`src/rtl/fifo_wr_arbiter.sv`:
```
// Round-robin arbiter sharing the async FIFO write port among NREQ requesters.
// A grant lasts one burst, ended by req_last or after MAXBURST accepted beats.
module fifo_wr_arbiter #(
    parameter int DATASIZE = 8,
    parameter int NREQ     = 4,
    parameter int MAXBURST = 8
) (
    input  logic                       wclk,
    input  logic                       wrst_n,
    input  logic [NREQ-1:0]            req_valid,
    input  logic [NREQ-1:0]            req_last,
    input  logic [NREQ*DATASIZE-1:0]   req_data,
    output logic [NREQ-1:0]            req_ready,
    input  logic                       wfull,
    output logic                       winc,
    output logic [DATASIZE-1:0]        wdata,
    output logic [$clog2(NREQ)-1:0]    grant_id,
    output logic                       busy
);

    localparam int GW = $clog2(NREQ);
    localparam int CW = $clog2(MAXBURST + 1);

    typedef enum logic {S_IDLE, S_BURST} state_t;

    state_t          r_state,    w_state_nxt;
    logic [GW-1:0]   r_grant_id, w_grant_nxt;
    logic [GW-1:0]   r_rr_ptr,   w_rr_nxt;
    logic [CW-1:0]   r_beat_cnt, w_cnt_nxt;

    logic            w_accept;
    logic            w_found;
    logic [GW-1:0]   w_winner;

    // Circular priority scan starting at r_rr_ptr; first valid requester wins.
    always_comb begin
        logic [GW:0] idx;
        w_found  = 1'b0;
        w_winner = '0;
        idx      = '0;
        for (int k = 0; k < NREQ; k++) begin
            idx = {1'b0, r_rr_ptr} + (GW+1)'(k);
            if (idx >= (GW+1)'(NREQ))
                idx = idx - (GW+1)'(NREQ);
            if (!w_found && req_valid[idx[GW-1:0]]) begin
                w_found  = 1'b1;
                w_winner = idx[GW-1:0];
            end
        end
    end

    assign w_accept = (r_state == S_BURST) && req_valid[r_grant_id] && !wfull;

    always_comb begin
        w_state_nxt = r_state;
        w_grant_nxt = r_grant_id;
        w_cnt_nxt   = r_beat_cnt;
        w_rr_nxt    = r_rr_ptr;
        case (r_state)
            S_IDLE: begin
                if (w_found) begin
                    w_state_nxt = S_BURST;
                    w_grant_nxt = w_winner;
                    w_cnt_nxt   = '0;
                end
            end
            S_BURST: begin
                if (w_accept) begin
                    w_cnt_nxt = r_beat_cnt + 1'b1;
                    // Release on last or once the MAXBURST-th beat goes out.
                    if (req_last[r_grant_id] || (r_beat_cnt == CW'(MAXBURST - 1))) begin
                        w_state_nxt = S_IDLE;
                        w_cnt_nxt   = '0;
                        w_rr_nxt    = (r_grant_id == GW'(NREQ - 1)) ? '0 : r_grant_id + 1'b1;
                    end
                end
            end
            default: w_state_nxt = S_IDLE;
        endcase
    end

    always_ff @(posedge wclk or negedge wrst_n) begin
        if (!wrst_n) begin
            r_state    <= S_IDLE;
            r_grant_id <= '0;
            r_rr_ptr   <= '0;
            r_beat_cnt <= '0;
        end else begin
            r_state    <= w_state_nxt;
            r_grant_id <= w_grant_nxt;
            r_rr_ptr   <= w_rr_nxt;
            r_beat_cnt <= w_cnt_nxt;
        end
    end

    // Outputs decode from registered state so reset kills winc without a clock.
    for (genvar i = 0; i < NREQ; i++) begin : g_ready
        assign req_ready[i] = w_accept && (r_grant_id == GW'(i));
    end

    assign winc     = w_accept;
    assign wdata    = req_data[int'(r_grant_id)*DATASIZE +: DATASIZE];
    assign grant_id = r_grant_id;
    assign busy     = (r_state == S_BURST);

endmodule

```
`config.mk`:
```
export PLATFORM = sky130hd
export DESIGN_NAME = fifo_wr_arbiter
export DESIGN_NICKNAME = d
export VERILOG_FILES = /design/src/rtl/fifo_wr_arbiter.sv
export SDC_FILE = /design/constraint.sdc
export NUM_CORES = 1
export LEC_CHECK = 0
export ABC_AREA = 1
export CAP_MARGIN = 20
export CELL_PAD_IN_SITES_DETAIL_PLACEMENT = 0
export CELL_PAD_IN_SITES_GLOBAL_PLACEMENT = 1
export CORE_MARGIN = 2
export CORE_UTILIZATION = 27
export CTS_CLUSTER_SIZE = 25
export DETAILED_ROUTE_END_ITERATION = 10
export PLACE_DENSITY = 0.87
export SLEW_MARGIN = 20
export SYNTH_ARGS = -nofsm -noshare
export SYNTH_HDL_FRONTEND = slang
export SYNTH_SLANG_ARGS = --single-unit
```
`constraint.sdc`:
```
create_clock -name wclk -period 2.82 [get_ports wclk]
set_clock_uncertainty 0.15 [all_clocks]
set_input_delay 0.282 -clock wclk [delete_from_list [all_inputs] [get_ports wclk]]
set_output_delay 0.282 -clock wclk [all_outputs]
set_load 0.005 [all_outputs]
```
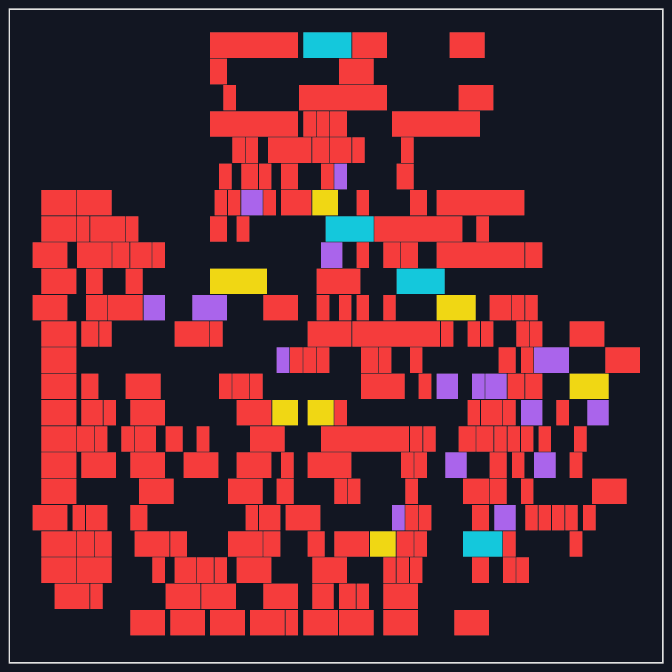
Run 1: drive-strength map
legend:
  x3 and x4:
    color: yellow
    cells: 7
    share: 2.9%
  x2:
    color: purple
    cells: 16
    share: 6.7%
  x6 and larger:
    color: cyan
    cells: 4
    share: 1.7%
  x1 and smaller:
    color: red
    cells: 212
    share: 89%
worst setup margin: 0.294 ns
Non-clk bufs: 62

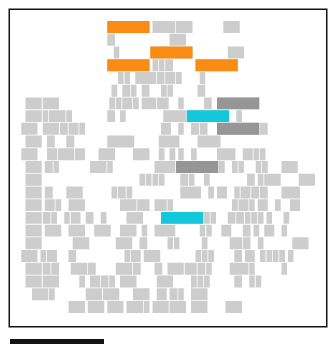
Run 1: sequential cells colored by netlist name
Bar = 20 um. Other sequential cells in the stronger gray, the rest of the logic in the fainter gray.
legend:
  grant_id:
    color: cyan
    flops: 2
  r_beat_cnt:
    color: orange
    flops: 4
    where: top middle
not colored: 3
FF/Latch Area: 225 um^2
Seq power: 276 uW
post-layout util: 0.447
fraction of area in registers: 0.128

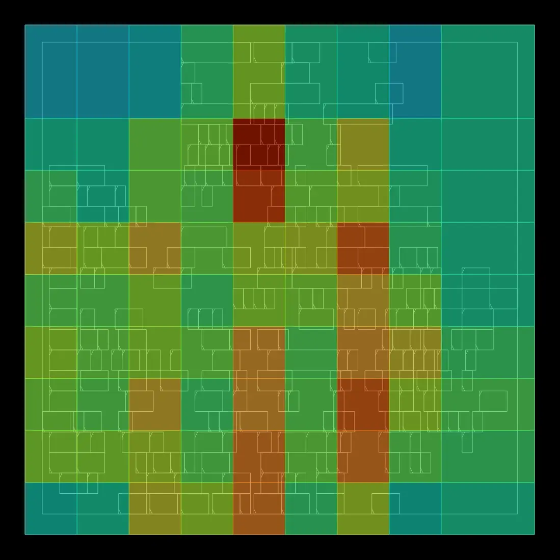
Run 1: routing congestion map
DR WL/cell: 10.9 um
overall routing resource usage: 0.146

[run 1: kinds of logic after synthesis]
| family | synth area share |
|---|---|
| AND/OR/NAND/NOR | 0.440 |
| AND-OR/OR-AND | 0.167 |
| buffers and inverters | 0.120 |
| flip-flops | 0.206 |
| adder cells (fa/ha/maj) | 0.0573 |
| XOR/XNOR | 0.00803 |
[run 1: power by group through the flow]
stage,registers (uW),clock network (uW),logic (uW)
finish,276,148,1150
global route,291,158,1300
CTS,277,154,1170
detailed placement,278,0,1160
global placement,279,0,1160
floorplan,229,0,779
[run 1: cells in the final DEF, fill, tap and decap left out, types with 2 or more instances in the layout]
cell             synthesis  routed
ha_1                     5       5
clkdlybuf4s50_1          0      58
o22ai_1                  8       8
clkbuf_8                 0       3
inv_1                   14      14
nand4_1                  2       2
inv_2                    4       4
nand3_2                  2       2
a21oi_1                  2       2
buf_4                    1       4
nand2_2                  9       9
o21ai_1                  2       2
dfrtp_1                  9       9
nand3_1                 16      16
o21ai_0                 18      18
nand2_1                 45      45
nor2_1                  27      27
[run 1: registers in the layout, indices dropped and copies added (netlist names)]
name	flops
grant_id	2
r_beat_cnt	4
r_rr_ptr	2
busy	1
[run 1: critical path: stages, from the launching register on]
cell,delay (ns)
dfrtp_1,0.61
nand2_1,0.09
nand2_1,0.07
a21oi_1,0.04
nand3b_1,0.33
nor2_1,0.17
clkdlybuf4s50_1,0.54
[run 1: stage by stage]
step	worst slack, ns	hold WS, ns
final	0.294	0.203
after global routing	0.0614	0.241
after CTS	0.235	0.217
after detailed placement	0.360	0.376
after global placement	0.388	0.374
after floorplan	1.11	-0.164
[run 1: per-layer routing]
layer,global-route usage,vias up
li1,-,703
met1,0.176,580
met2,0.257,45
met3,0.0350,2
met4,0.0383,0
met5,0,-
==> impl_metrics.py, run 1 <==
# Auto-generated metrics
metrics = {
    "clock_tree": {
        "cts_tree": "built",
        "cts_sinks": 9,
        "root_buffer": "clkbuf_8",
        "cts_resized": 0,
        "clk_latency_ns": 0.23,
    },
    "drt": {
        "firstDrtPassIters": 4,
        "dr_total_vias": 1330,
        "highest_layer": "met4",
        "drcViolationCount": 0,
    },
    "power_and_ir_drop": {
        "clockPowerShare": 0.094,
        "switching_share": 0.483,
        "powerDensity_nw_per_um2": 894,
        "leakage_uw": 0.000817,
        "total_power_uw": 1570,
    },
    "outcome": {
        "outcome": "finished clean",
    },
    "timing": {
        "worstMarginPinSlew_ns": 0.454,
        "period_used_share": 0.896,
        "period_needed_ns": 2.53,
    },
    "cells_and_area": {
        "clock_area_frac": 0.0256,
        "logic_gates": 144,
    },
    "worst_setup_path": {
        "criticalPathCategory": "reg -> out",
        "arrival_ns": 2.09,
        "r2r_slack_ns": 0.84,
        "required_ns": 2.39,
    },
    "synth": {
        "synth_cells": 180,
        "yosysTopAreaCellShare": 0.206,
        "synth_area_um2": 1090,
    },
    "grt": {
        "grt-ovfl-total": 0,
        "grt_max_degree": 22,
        "grt_pass1_wl_um": 5260,
    },
    "die": {
        "initCoreUtil": 0.277,
        "die_w_um": 67.6,
    },
    "place": {
        "dpl_cell_area_um2": 1720,
        "place_congestion": 0.806,
    },
}
Run 1, selected gate families:
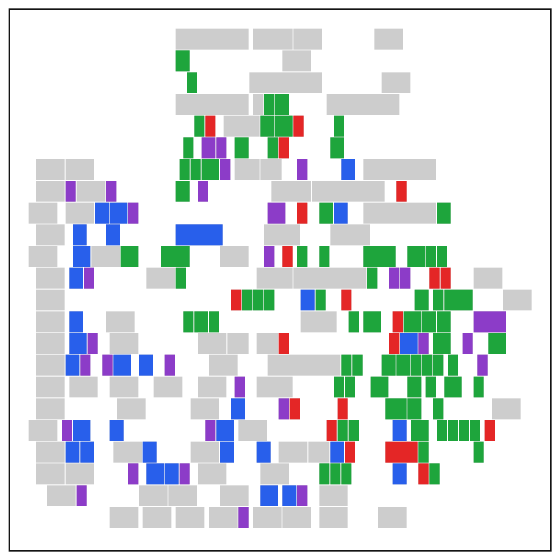

==> run 2, diff against run 1 <==
- CORE_ASPECT_RATIO: unset -> 0.75
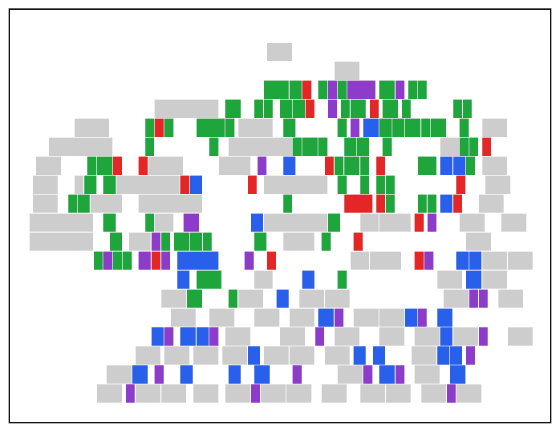
Run 2: selected gate families
legend:
  nor cells:
    color: purple
    cells: 30
  nand cells:
    color: green
    cells: 76
  inv cells:
    color: red
    cells: 20
  aoi and oai cells:
    color: blue
    cells: 32
logic share of the area: 0.415
Non-Filler Instances: 292
most frequent logic cell in the layout: clkdlybuf4s50_1

==> run 2 against run 1 <==
  * Clock power is essentially flat
  * Via count fell by 0.83%
  * Sequential share of layout area is 0.072 points lower
  * Non-clock buffer count grew 1
  * Worst setup slack better by 0.092 ns
  * Core utilization grew 2.5 points
  * First-iteration DRC count grew 35%
  * Combinational power about the same
  * Die size rose by 0.10%
  * Synthesized cell count did not move
  * Total power is 1.3% higher
  * Largest cell class unchanged
  * Register-to-register slack gained 0.12 ns
==> impl_metrics.py, run 2 <==
# Auto-generated metrics
metrics = {
    "power_and_ir_drop": {
        "power_leader": "combinational cells",
        "switching_share": 0.485,
        "clockPowerShare": 0.094,
        "powerClk_uw": 150,
        "leakage_uw": 0.000822,
        "powerSeq_uw": 270,
    },
    "synth": {
        "ys_sh_xor": 0.00803,
        "synth_cells": 180,
        "synthAdderAreaFrac": 0.0573,
        "yosys-mux-area-fraction": 0,
        "synth_area_um2": 1090,
    },
    "worst_setup_path": {
        "cp_slowest_cell": "clkdlybuf4s50_1",
        "criticalPathCategory": "in -> out",
        "required_ns": 2.39,
        "slowest_delay_ns": 0.52,
        "arrival_ns": 2.00,
    },
    "drt": {
        "firstDrtPassIters": 4,
        "wire_per_inst_um": 11.3,
        "drcViolationCount": 0,
    },
    "grt": {
        "grt_pass1_wl_um": 5750,
        "grt_max_degree": 22,
        "grt-ovfl-total": 0,
    },
    "outcome": {
        "outcome": "finished clean",
    },
    "clock_tree": {
        "root_buffer": "clkbuf_8",
        "cts_resized": 0,
    },
    "place": {
        "place_congestion": 0.833,
    },
    "die": {
        "initCoreUtil": 0.290,
        "die_w_um": 77.4,
    },
    "cells_and_area": {
        "final_cell_mix": "clkdlybuf4s50_1, nand2_1, nor2_1",
        "buffers": 63,
        "seq_share": 0.127,
        "flop_area_um2": 225,
        "logic_gates": 144,
    },
    "timing": {
        "worstMarginPinSlew_ns": 0.424,
    },
}
## run 2: cell counts after synthesis
Identical to the previous run, type by type.
## run 2: layer usage
metal,share of wire,wire length (um),GRT usage,vias to the layer above
li1,-,-,-,706
met1,0.51,1690,0.224,576
met2,0.45,1470,0.246,37
met3,0.044,145,0.0320,0
met4,0,0,0.0128,0
met5,0,0,0,-
## run 2: cells by family (layout without fill, tap and decap cells)
kind of cell,after synthesis,in the layout
flip-flops,9,9
AND/OR/NAND/NOR,106,106
XOR/XNOR,1,1
buffers and inverters,27,87
AND-OR/OR-AND,32,32
adder cells (fa/ha/maj),5,5
## run 2: critical path, delay by kind of cell
family / cells / cell delay [ns]
compound gates: 1 / 0.04
buf+inv: 2 / 1.03
simple gates: 4 / 0.65
## run 2: metrics by stage
step	std cells	hold WS (ns)	worst slack (ns)	instance area (um^2)
after floorplan	180	-0.164	1.11	1090
after global placement	288	0.365	0.427	1730
after detailed placement	288	0.369	0.387	1730
final	292	0.200	0.386	1770
after CTS	292	0.209	0.374	1770
after global routing	292	0.231	0.277	1770
## run 2: worst paths after layout
| kind | to | start | slack (ns) |
|---|---|---|---|
| setup / recovery | req_ready[3] | req_valid[3] | 0.39 |
| min in group wclk | r_beat_cnt[1]$_DFFE_PN0P_ | r_beat_cnt[1]$_DFFE_PN0P_ | 0.37 |
| hold reg to reg | r_beat_cnt[1]$_DFFE_PN0P_ | r_beat_cnt[1]$_DFFE_PN0P_ | 0.37 |
| max in group asynchronous | busy$_DFF_PN0_ | wrst_n | 2.03 |
| hold / removal | grant_id[1]$_DFFE_PN0P_ | wrst_n | 0.20 |
| setup reg to reg | r_rr_ptr[0]$_DFFE_PN0P_ | grant_id[1]$_DFFE_PN0P_ | 0.96 |
Power and IR drop assume default switching activity.
